## config.mk

```make
export PLATFORM = sky130hd
export DESIGN_NAME = disp_scan
export DESIGN_NICKNAME = d
export VERILOG_FILES = /design/src/rtl/disp_scan.sv
export SDC_FILE = /design/constraint.sdc
export NUM_CORES = 1
export LEC_CHECK = 0
export CORE_MARGIN = 2
export CORE_UTILIZATION = 57
export DETAILED_ROUTE_END_ITERATION = 12
export PLACE_DENSITY_LB_ADDON = 0.2
export SLEW_MARGIN = 20
export SYNTH_ARGS = -nofsm -noshare
export SYNTH_HDL_FRONTEND = slang
export SYNTH_SLANG_ARGS = --single-unit
```

## constraint.sdc

```tcl
create_clock -name clk_DISP -period 8.3 [get_ports clk_DISP]
set_input_delay 1.66 -clock clk_DISP [delete_from_list [all_inputs] [get_ports clk_DISP]]
set_output_delay 1.66 -clock clk_DISP [all_outputs]
set_load 0.02 [all_outputs]
```

## src/rtl/disp_scan.sv

```systemverilog
// Multiplexed 7-segment display scanner. Each digit slot starts with a short
// blanked interval, and each frame's digit data is frozen when the frame starts.
module disp_scan #(
    parameter int DIGITS    = 8,
    parameter int CODE_W    = 6,
    parameter int SCAN_DIV  = 50000,
    parameter int BLANK_CYC = 16,
    parameter int ACT_LOW   = 1
) (
    input  logic                     clk_DISP,
    input  logic                     rst_n,
    input  logic [DIGITS*CODE_W-1:0] digit_codes,
    input  logic [DIGITS-1:0]        dot_mask,
    input  logic                     enable,
    output logic [6:0]               seg,
    output logic                     dp,
    output logic [DIGITS-1:0]        an,
    output logic                     frame_tick
);

    localparam int PW = (SCAN_DIV > 1) ? $clog2(SCAN_DIV) : 1;
    localparam int IW = (DIGITS > 1) ? $clog2(DIGITS) : 1;
    localparam logic [PW-1:0] PRESC_LAST = PW'(SCAN_DIV - 1);
    localparam logic [PW-1:0] BLANK_END  = PW'(BLANK_CYC);
    localparam logic [IW-1:0] IDX_LAST   = IW'(DIGITS - 1);
    localparam logic          INV        = (ACT_LOW != 0);

    logic [PW-1:0]     presc;
    logic [IW-1:0]     idx;
    logic              slot_wrap;
    logic              frame_wrap;
    logic [CODE_W-1:0] snap_code [DIGITS];
    logic [DIGITS-1:0] snap_dot;
    logic              lit;
    logic [6:0]        seg_nxt;
    logic              dp_nxt;
    logic [DIGITS-1:0] an_nxt;

    function automatic logic [6:0] seg_decode(input logic [CODE_W-1:0] code);
        logic [6:0] pat;
        case (code)
            CODE_W'(0):     pat = 7'h3F;
            CODE_W'(1):     pat = 7'h06;
            CODE_W'(2):     pat = 7'h5B;
            CODE_W'(3):     pat = 7'h4F;
            CODE_W'(4):     pat = 7'h66;
            CODE_W'(5):     pat = 7'h6D;
            CODE_W'(6):     pat = 7'h7D;
            CODE_W'(7):     pat = 7'h07;
            CODE_W'(8):     pat = 7'h7F;
            CODE_W'(9):     pat = 7'h6F;
            CODE_W'(10):    pat = 7'h40;
            CODE_W'(11):    pat = 7'h79;
            CODE_W'(6'h3E): pat = 7'h73;
            CODE_W'(6'h3C): pat = 7'h76;
            CODE_W'(6'h3B): pat = 7'h5E;
            CODE_W'(6'h3A): pat = 7'h48;
            default:        pat = 7'h00;
        endcase
        return pat;
    endfunction

    always_comb begin
        slot_wrap  = (presc == PRESC_LAST);
        frame_wrap = slot_wrap && (idx == IDX_LAST);
        lit        = enable && (presc >= BLANK_END);
        seg_nxt    = '0;
        dp_nxt     = 1'b0;
        an_nxt     = '0;
        if (lit) begin
            seg_nxt     = seg_decode(snap_code[idx]);
            dp_nxt      = snap_dot[idx];
            an_nxt[idx] = 1'b1;
        end
    end

    always_ff @(posedge clk_DISP or negedge rst_n) begin
        if (!rst_n) begin
            presc      <= '0;
            idx        <= '0;
            frame_tick <= 1'b0;
            snap_dot   <= '0;
            for (int unsigned k = 0; k < DIGITS; k++) snap_code[k] <= '1;
        end else begin
            frame_tick <= frame_wrap;
            if (slot_wrap) begin
                presc <= '0;
                idx   <= frame_wrap ? '0 : idx + 1'b1;
            end else begin
                presc <= presc + 1'b1;
            end
            // Snapshot shares the edge that moves idx back to 0, so the frame
            // being finished still uses the old data on its last cycle.
            if (frame_wrap) begin
                snap_dot <= dot_mask;
                for (int unsigned k = 0; k < DIGITS; k++)
                    snap_code[k] <= digit_codes[k*CODE_W +: CODE_W];
            end
        end
    end

    always_ff @(posedge clk_DISP or negedge rst_n) begin
        if (!rst_n) begin
            seg <= {7{INV}};
            dp  <= INV;
            an  <= {DIGITS{INV}};
        end else begin
            seg <= seg_nxt ^ {7{INV}};
            dp  <= dp_nxt ^ INV;
            an  <= an_nxt ^ {DIGITS{INV}};
        end
    end

endmodule

```

Run 1, where the registers sit:
Scale bar: 20 um.
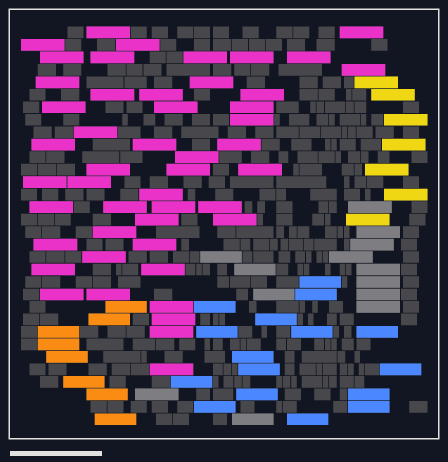
legend:
  blue:
    netlist_name: presc
    flops: 16
  yellow:
    netlist_name: seg
    flops: 7
  orange:
    netlist_name: snap_dot
    flops: 8
    where: bottom left
  magenta:
    netlist_name: snap_code
    flops: 48
not colored: 13

Run 1, clock nets:
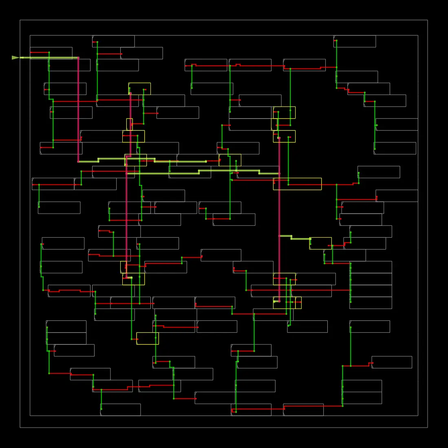
Num CTS Buffers: 9
Worst Skew: 10.24 ps

Run 1, cells by drive strength:
Scale bar: 20 um.
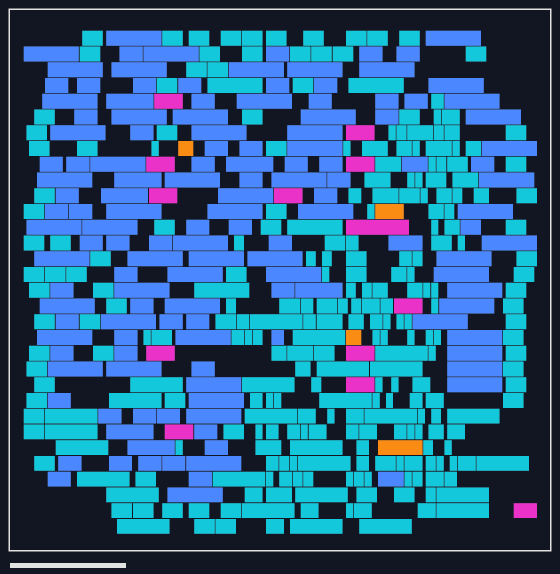
legend:
  cyan:
    size: drive 1 or less
    cells: 265
    share: 63%
  orange:
    size: drive 3 to 4
    cells: 4
    share: 0.96%
  blue:
    size: drive 2
    cells: 136
    share: 33%
  magenta:
    size: drive 6 and up
    cells: 13
    share: 3.1%

==> run summary, run 1 <==
Slew headroom -> 44.62%
Die Span X -> 93.28 um
CP arrival -> 3420 ps
Vias in the first global route -> 2930
Post-Layout Cell Count -> 520
Syn_area_per_cell -> 13.40 sq um
Reg clk slew, reported paths -> 90 ps
Fmax -> 0.3135 GHz
Initial antenna violation count -> 0
Tmin final -> 3190 ps
CTS tree -> yes
Chip area in the Yosys report -> 4543 sq um
Synth Instances -> 339
GRT Util Overall -> 20.86%
NumNets Final -> 483
Share of cells above drive strength 1 -> 36.60%
Remaining global-route overflow -> 0
GP Congestion -> 0.8398
Min-delay worst type -> reg -> reg
Syn_nets -> 409
Core area -> 7727 sq um
Kind of critical path -> reg -> reg
Setup violators final -> 0
CTS sink cnt -> 92
First-pass GRT wire length -> 13.99 mm
WP data required -> 8530 ps
Die H -> 93.28 um
Cycle use final -> 38.43%
Cell area after synthesis -> 4543 sq um
VDD IR-drop max -> 0.00007953 V
Power Total -> 0.8650 mW
Post-route core utilization -> 71.47%
Pin slew with the least headroom to its limit -> 807.6 ps
Pre-Place Util -> 58.79%
Postcts setup bufs -> 0
Min-Delay Startpoint -> presc[7]
Routed len/inst -> 16.31 um
Register share after synthesis -> 52.44%
Post-CTS Resized -> 0
I/O pin count -> 76
Seq. cell area -> 2382 sq um
Status -> completed
Post-DP HPWL -> 6.093 mm
Drt drc -> 0
Die footprint -> 8700 sq um
Critical path startpoint -> presc[4]
Number of port buffers -> 75
Synthesis-to-finish area growth -> 21.56%
Largest net degree at the start of global routing -> 93
Unique masters post-synth -> 47
Final hold vios -> 0
Slew Viols, Final -> 0
Cell leakage power -> 2.246 nW
Via density -> 5.654
Final WL -> 8.483 mm
ANT nets after route -> 0
Logic cell area -> 2004 sq um
Root Driver -> clkbuf_8
TritonRoute pass-1 iters -> 4
Slowest stage cell, crit path -> nor4_4
YS warnings -> 0
Standard-cell rows -> 32
Unrepaired setup endpoints after global routing -> no
Startpoint Class -> flip-flop
OpenROAD warning count -> 34
PD cells -> 156.6 nW/um^2
# Cells Yosys -> 339
Hold_buf cts -> 0
Top cell excl fill/tap -> clkdlybuf4s50_1
CTS Buffer Depth -> 2
CP max stage delay -> 770 ps
Dominant logic cell types in the final layout -> clkdlybuf4s50_1 (74), dfstp_2 (64), mux2_2 (60)
Worst R2R Start -> presc[4]
Critical path peak fanout -> 32
DR iter-0 viols -> 118
Final setup TNS -> 0 ps
Register bit total from synthesis -> 92
Crit end category -> flip-flop
Htree depth -> 3
Total vias in the final route -> 2940
Number of max-cap violations -> 0
Cells along the critical path -> nor4_2 -> nand2_1 -> nor4_4 -> nand2_2 -> buf_4 -> mux2_2
Ant. Diodes -> 0
Fillers -> 531
Clk_lat worst skew -> 350 ps
Placed instance count -> 504
-- run 1: layer usage --
layer	vias to the layer above	GRT usage, %	routed length (um)
met5	-	0	0
met4	0	8.456	198
met3	17	4.190	511
met2	92	33.03	4039
met1	1460	28.33	3734
li1	1371	-	-
-- run 1: where the power goes --
group | internal, mW | switching, mW | total [mW]
Sequential | 0.475 | 0.00825 | 0.484
Clock | 0.157 | 0.142 | 0.298
Combinational | 0.0493 | 0.0335 | 0.0829
-- run 1: area by class of cell --
type                            instances  share of cell area (%)
Multi-Input combinational cell        221                   36.29
Sequential cell                        92                   43.14
Tap cell                              102                   2.311
Inverter                               12                  0.8156
Clock inverter                          1                  0.5437
Clock buffer                           15                   3.013
Timing Repair Buffer                   77                   13.89
-- run 1: flip-flops by register name, summed over array words and instances, names as in the netlist --
name	count
an	8
snap_code	48
presc	16
idx	3
snap_dot	8
frame_tick	1
seg	7
dp	1
-- run 1: synthesized netlist by cell type, drive strengths merged --
master  number  share of area, %
o21ai        6              0.66
nand3       17               1.9
nor3         2              0.22
nand2       21               1.7
mux2i       15               3.3
o41ai        1              0.36
buf         10               2.2
nor2        16               1.3
a21boi       1              0.17
nand2b       1              0.14
dfstp       64                37
clkbuf       4              0.33
nor3b        1              0.17
xor2         7               1.3
nand4        1              0.14
o22ai        1              0.14
a32o         2              0.44
a22oi        6              0.99
mux4        11               5.8
xnor2        7               1.3
a21o         1              0.17
mux2        60                15
a41o         1              0.22
a32oi        1              0.19
and2         1              0.14
a41oi        2              0.39
a31oi        2              0.28
o211ai       3              0.61
clkinv       1             0.083
and3         6              0.83
ha          11               3.0
or3          2              0.28
o31ai        1              0.17
dfrtp       28                15
a21bo        1              0.22
nor4         6               1.3
nor2b        3              0.41
or4b         2              0.52
nand3b       2              0.33
inv         11              0.91
-- run 1: per-stage QoR --
step,worst slack (ps),hold WS (ps),instance area (sq um)
global placement,4898,486.4,5323
global route,4837,532.4,5523
detailed placement,4864,494.7,5323
finish,5110,502.5,5523
floorplan,5629,463.7,4543
CTS,5142,512.0,5519
-- run 1: cells by family (layout without fill, tap and decap cells) --
kind of cell | after synthesis | after routing | share of synthesized area, %
adder cells (fa/ha/maj) | 11 | 11 | 3.029
buffers and inverters | 26 | 105 | 3.497
multiplexers | 86 | 86 | 23.96
AND-OR/OR-AND | 29 | 29 | 4.985
XOR/XNOR | 14 | 14 | 2.699
AND/OR/NAND/NOR | 81 | 81 | 9.392
flip-flops | 92 | 92 | 52.44
-- run 1: worst max-delay path, delay by kind of cell (launching register included) --
family | cells | cell delay (ps)
DFF | 1 | 450
muxes | 1 | 320
and+or+nand+nor | 4 | 1860
buffers and inverters | 1 | 420
-- run 1: path summary, 6_finish.rpt --
path	endpoint	slack (ps)	cells past startpoint
setup / recovery	snap_dot[0]	5110	6
hold / removal	presc[7]	500	1
setup reg to reg	snap_dot[0]	5110	6
hold reg to reg	presc[7]	500	1
max in group asynchronous	snap_dot[7]	6420	1
min in group asynchronous	presc[13]	1360	1
--- run 2 (diff from run 1) ---
--- a/config.mk
+++ b/config.mk
@@ -6,7 +6,7 @@
 export NUM_CORES = 1
 export LEC_CHECK = 0
 export CORE_MARGIN = 2
-export CORE_UTILIZATION = 57
+export CORE_UTILIZATION = 48
 export DETAILED_ROUTE_END_ITERATION = 12
 export PLACE_DENSITY_LB_ADDON = 0.2
 export SLEW_MARGIN = 20
==> constraint.sdc (replaced) <==
create_clock -name clk_DISP -period 2.6 [get_ports clk_DISP]
set_input_delay 0.52 -clock clk_DISP [delete_from_list [all_inputs] [get_ports clk_DISP]]
set_output_delay 0.52 -clock clk_DISP [all_outputs]
set_load 0.02 [all_outputs]
Run 2, where the registers sit:
Scale bar: 20 um.
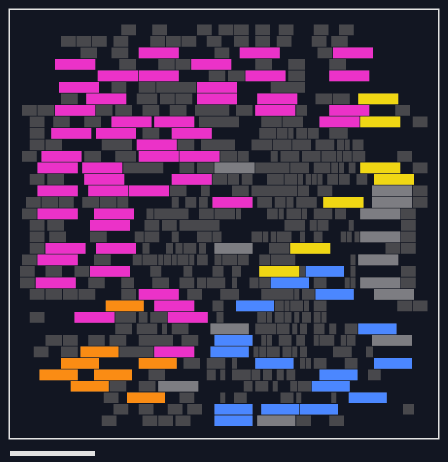
legend:
  orange:
    netlist_name: snap_dot
    flops: 8
    where: bottom left
  magenta:
    netlist_name: snap_code
    flops: 48
  yellow:
    netlist_name: seg
    flops: 7
  blue:
    netlist_name: presc
    flops: 16
not colored: 13

Run 2, wiring by layer:
Scale bar: 20 um.
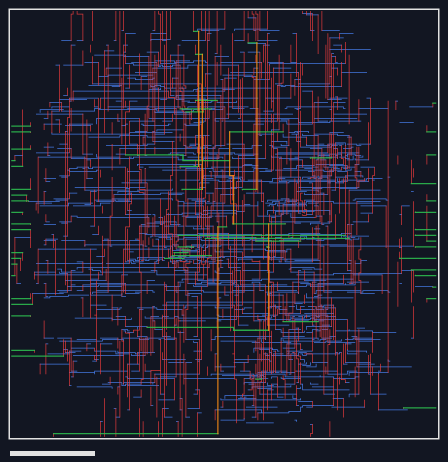
legend:
  green:
    layer: met3
    wire_length: 417 um
  red:
    layer: met2
    wire_length: 4440 um
  orange:
    layer: met4
    wire_length: 195 um
  blue:
    layer: met1
    wire_length: 4270 um

==> run 2 against run 1 <==
Cell area up 2.1%. Critical path depth is 1 higher. Worst hold slack got worse by 320 ps. Power increased to 3.2 times the previous value. First-iteration DRC count is 60% higher. Non-clock buffer count grew 12. Combinational power grew to 3.4 times the previous value. Routed wire length rose by 9.8%. Synthesized area unchanged. Sequential share of layout area is 0.88 points lower. Die size increased by 18%. Count of clock-buffer cells in the layout decreased by 5.
==> run summary, run 2 <==
Number of max-cap violations -> 0 (unchanged)
Die H -> 101.3 um (was 93.28 um)
Min-delay worst type -> in -> async (was reg -> reg)
Fmax -> 0.4213 GHz (was 0.3135 GHz)
GP Congestion -> 0.8720 (was 0.8398)
Die Span X -> 101.3 um (was 93.28 um)
Cycle use final -> 91.29% (was 38.43%)
Htree depth -> 3 (unchanged)
Root Driver -> clkbuf_8 (unchanged)
Kind of critical path -> reg -> reg (unchanged)
Pin slew with the least headroom to its limit -> 643.6 ps (was 807.6 ps)
Max reg flops -> 48 (unchanged)
Status -> completed (unchanged)
Synth Instances -> 339 (unchanged)
Uppermost routed layer -> met4 (unchanged)
Remaining global-route overflow -> 0 (unchanged)
Logic cell area -> 2012 sq um (was 2004 sq um)
Top cell excl fill/tap -> clkdlybuf4s50_1 (unchanged)
Register share after synthesis -> 52.44% (unchanged)
DR WL met3 -> 417 um (was 511 um)
WP data required -> 2860 ps (was 8530 ps)
Top cells by area -> dfstp_2 (37%), dfrtp_1 (15%), mux2_2 (15%), mux4_2 (3.5%), mux2i_1 (3.3%) (unchanged)
First-pass GRT wire length -> 15.11 mm (was 13.99 mm)
Pre-CTS setup slack -> 114.7 ps (was 4864 ps)
Register bit total from synthesis -> 92 (unchanged)
Post-DP HPWL -> 6.967 mm (was 6.093 mm)
Drt drc -> 0 (unchanged)
Postcts setup bufs -> 0 (unchanged)
Crit end category -> flip-flop (unchanged)
ANT nets after route -> 0 (unchanged)
Number of port buffers -> 75 (unchanged)
Post-route core utilization -> 61.33% (was 71.47%)
Hold_buf cts -> 0 (unchanged)
I/O pin count -> 76 (unchanged)
Syn_nets -> 409 (unchanged)
Post-CTS Resized -> 0 (unchanged)
Reg clk slew, reported paths -> 100 ps (was 90 ps)
Cell leakage power -> 2.295 nW (was 2.246 nW)
Syn_area_per_cell -> 13.40 sq um (unchanged)
GRT Util Overall -> 19.28% (was 20.86%)
Synthesis-to-finish area growth -> 24.15% (was 21.56%)
Ant. Diodes -> 0 (unchanged)
Post-Layout Cell Count -> 541 (was 520)
Fillers -> 750 (was 531)
Final setup TNS -> 0 ps (unchanged)
OpenROAD warning count -> 34 (unchanged)
# Cells Yosys -> 339 (unchanged)
M1 wire length -> 4.266 mm (was 3.734 mm)
Synth cell count leaders -> dfstp_2 (64), mux2_2 (60), dfrtp_1 (28) (unchanged)
Chip area in the Yosys report -> 4543 sq um (unchanged)
Power Total -> 2.790 mW (was 0.8650 mW)
Worst Skew -> 16.39 ps (was 10.24 ps)
Via density -> 5.556 (was 5.654)
Critical path peak fanout -> 7 (was 32)
Clk_lat worst skew -> 360 ps (was 350 ps)
Slew Viols, Final -> 0 (unchanged)
Tmin final -> 2373 ps (was 3190 ps)
Cell area after synthesis -> 4543 sq um (unchanged)
Num CTS Buffers -> 9 (unchanged)
Pre-Place Util -> 49.40% (was 58.79%)
Post-synth tally of flip-flops with integrated enable -> 0 (unchanged)
Startpoint Class -> flip-flop (unchanged)
Biggest regs -> snap_code (48), presc (16) (unchanged)
Slew headroom -> 56.70% (was 44.62%)
Yosys top cell by instances -> dfstp_2 (unchanged)
Metal2 WL -> 4.439 mm (was 4.039 mm)
CTS tree -> yes (unchanged)
Setup violators final -> 0 (unchanged)
Fraction of registers with async set/reset -> 100.0% (unchanged)
Routed len/inst -> 17.22 um (was 16.31 um)
CTS sink cnt -> 92 (unchanged)
TritonRoute pass-1 iters -> 4 (unchanged)
Core area -> 9196 sq um (was 7727 sq um)
Largest Register -> snap_code (unchanged)
Max-area cell share -> 37.01% (unchanged)
Seq. cell area -> 2384 sq um (was 2382 sq um)
NumNets Final -> 495 (was 483)
Dominant logic cell types in the final layout -> clkdlybuf4s50_1 (74), dfstp_2 (64), mux2_2 (60) (unchanged)
PD cells -> 494.6 nW/um^2 (was 156.6 nW/um^2)
Total vias in the final route -> 3006 (was 2940)
CP arrival -> 2630 ps (was 3420 ps)
Largest net degree at the start of global routing -> 52 (was 93)
Final hold vios -> 0 (unchanged)
Share of cells above drive strength 1 -> 39.77% (was 36.60%)
Unrepaired setup endpoints after global routing -> no (unchanged)
VDD IR-drop max -> 0.0003141 V (was 0.00007953 V)
Standard-cell rows -> 35 (was 32)
Top FF cell, synth -> dfstp_2 (unchanged)
Worst setup margin -> 226.6 ps (was 5110 ps)
Die footprint -> 10260 sq um (was 8700 sq um)
CTS Buffer Depth -> 2 (unchanged)
Final WL -> 9.318 mm (was 8.483 mm)
Initial antenna violation count -> 0 (unchanged)
YS warnings -> 0 (unchanged)
Leading area contributor after synthesis -> dfstp_2 (unchanged)
Vias in the first global route -> 3035 (was 2930)
Unique masters post-synth -> 47 (unchanged)
DR iter-0 viols -> 189 (was 118)
Placed instance count -> 525 (was 504)
[run 2: cell count changes in the layout (fill, tap and decap cells not counted), sizes merged]
| cell | previous run | this run |
|---|---|---|
| buf | 3 | 15 |
| inv | 11 | 15 |
| clkinvlp | 0 | 1 |
| clkbuf | 15 | 10 |
[run 2: worst max-delay path: stages (launching register included)]
cell      delay, ps
dfrtp_2         490
mux4_2          550
mux2i_2         220
inv_1            90
ha_1            220
or4b_4          540
o211ai_2         80
o211ai_1        100
[run 2: final timing paths]
kind	start	endpoint	slack, ps	cells past startpoint
setup / recovery	idx[0]	seg[5]	230	7
hold reg to reg	presc[7]	presc[7]	510	1
setup reg to reg	idx[0]	seg[5]	230	7
min in group clk_DISP	presc[7]	presc[7]	510	1
hold / removal	rst_n	presc[4]	180	1
max in group asynchronous	rst_n	snap_code[23]	1690	2
[run 2: cells by family after synthesis]
family / count (synthesis) / synth area share (%)
flip-flops: 92 / 52.44
multiplexers: 86 / 23.96
AND/OR/NAND/NOR: 81 / 9.392
AND-OR/OR-AND: 29 / 4.985
buffers and inverters: 26 / 3.497
XOR/XNOR: 14 / 2.699
adder cells (fa/ha/maj): 11 / 3.029
[run 2: cell type report]
cell class	instances	share of cell area (%)
Tap cell	111	2.462
Sequential cell	92	42.26
Clock inverter	6	1.198
Inverter	12	0.7986
Clock buffer	10	2.263
Timing Repair Buffer	89	15.35
Multi-Input combinational cell	221	35.67
[run 2: routing by layer]
| metal | track usage (%) | vias up |
|---|---|---|
| met4 | 6.965 | 0 |
| met3 | 4.279 | 14 |
| li1 | - | 1400 |
| met2 | 29.65 | 80 |
| met1 | 27.07 | 1512 |
| met5 | 0 | - |
[run 2: power by group]
part	switching, mW	internal, mW
Combinational	0.112	0.166
Sequential	0.0315	1.52
Clock	0.509	0.453
Total	0.652	2.14
[run 2: through the flow]
stage | hold slack (ps) | cell area, sq um
finish | 177.6 | 5640
global placement | 488.3 | 5444
CTS | 186.1 | 5639
detailed placement | 499.1 | 5444
floorplan | 224.4 | 4551
global route | 221.2 | 5640
Power and IR drop assume default switching activity.
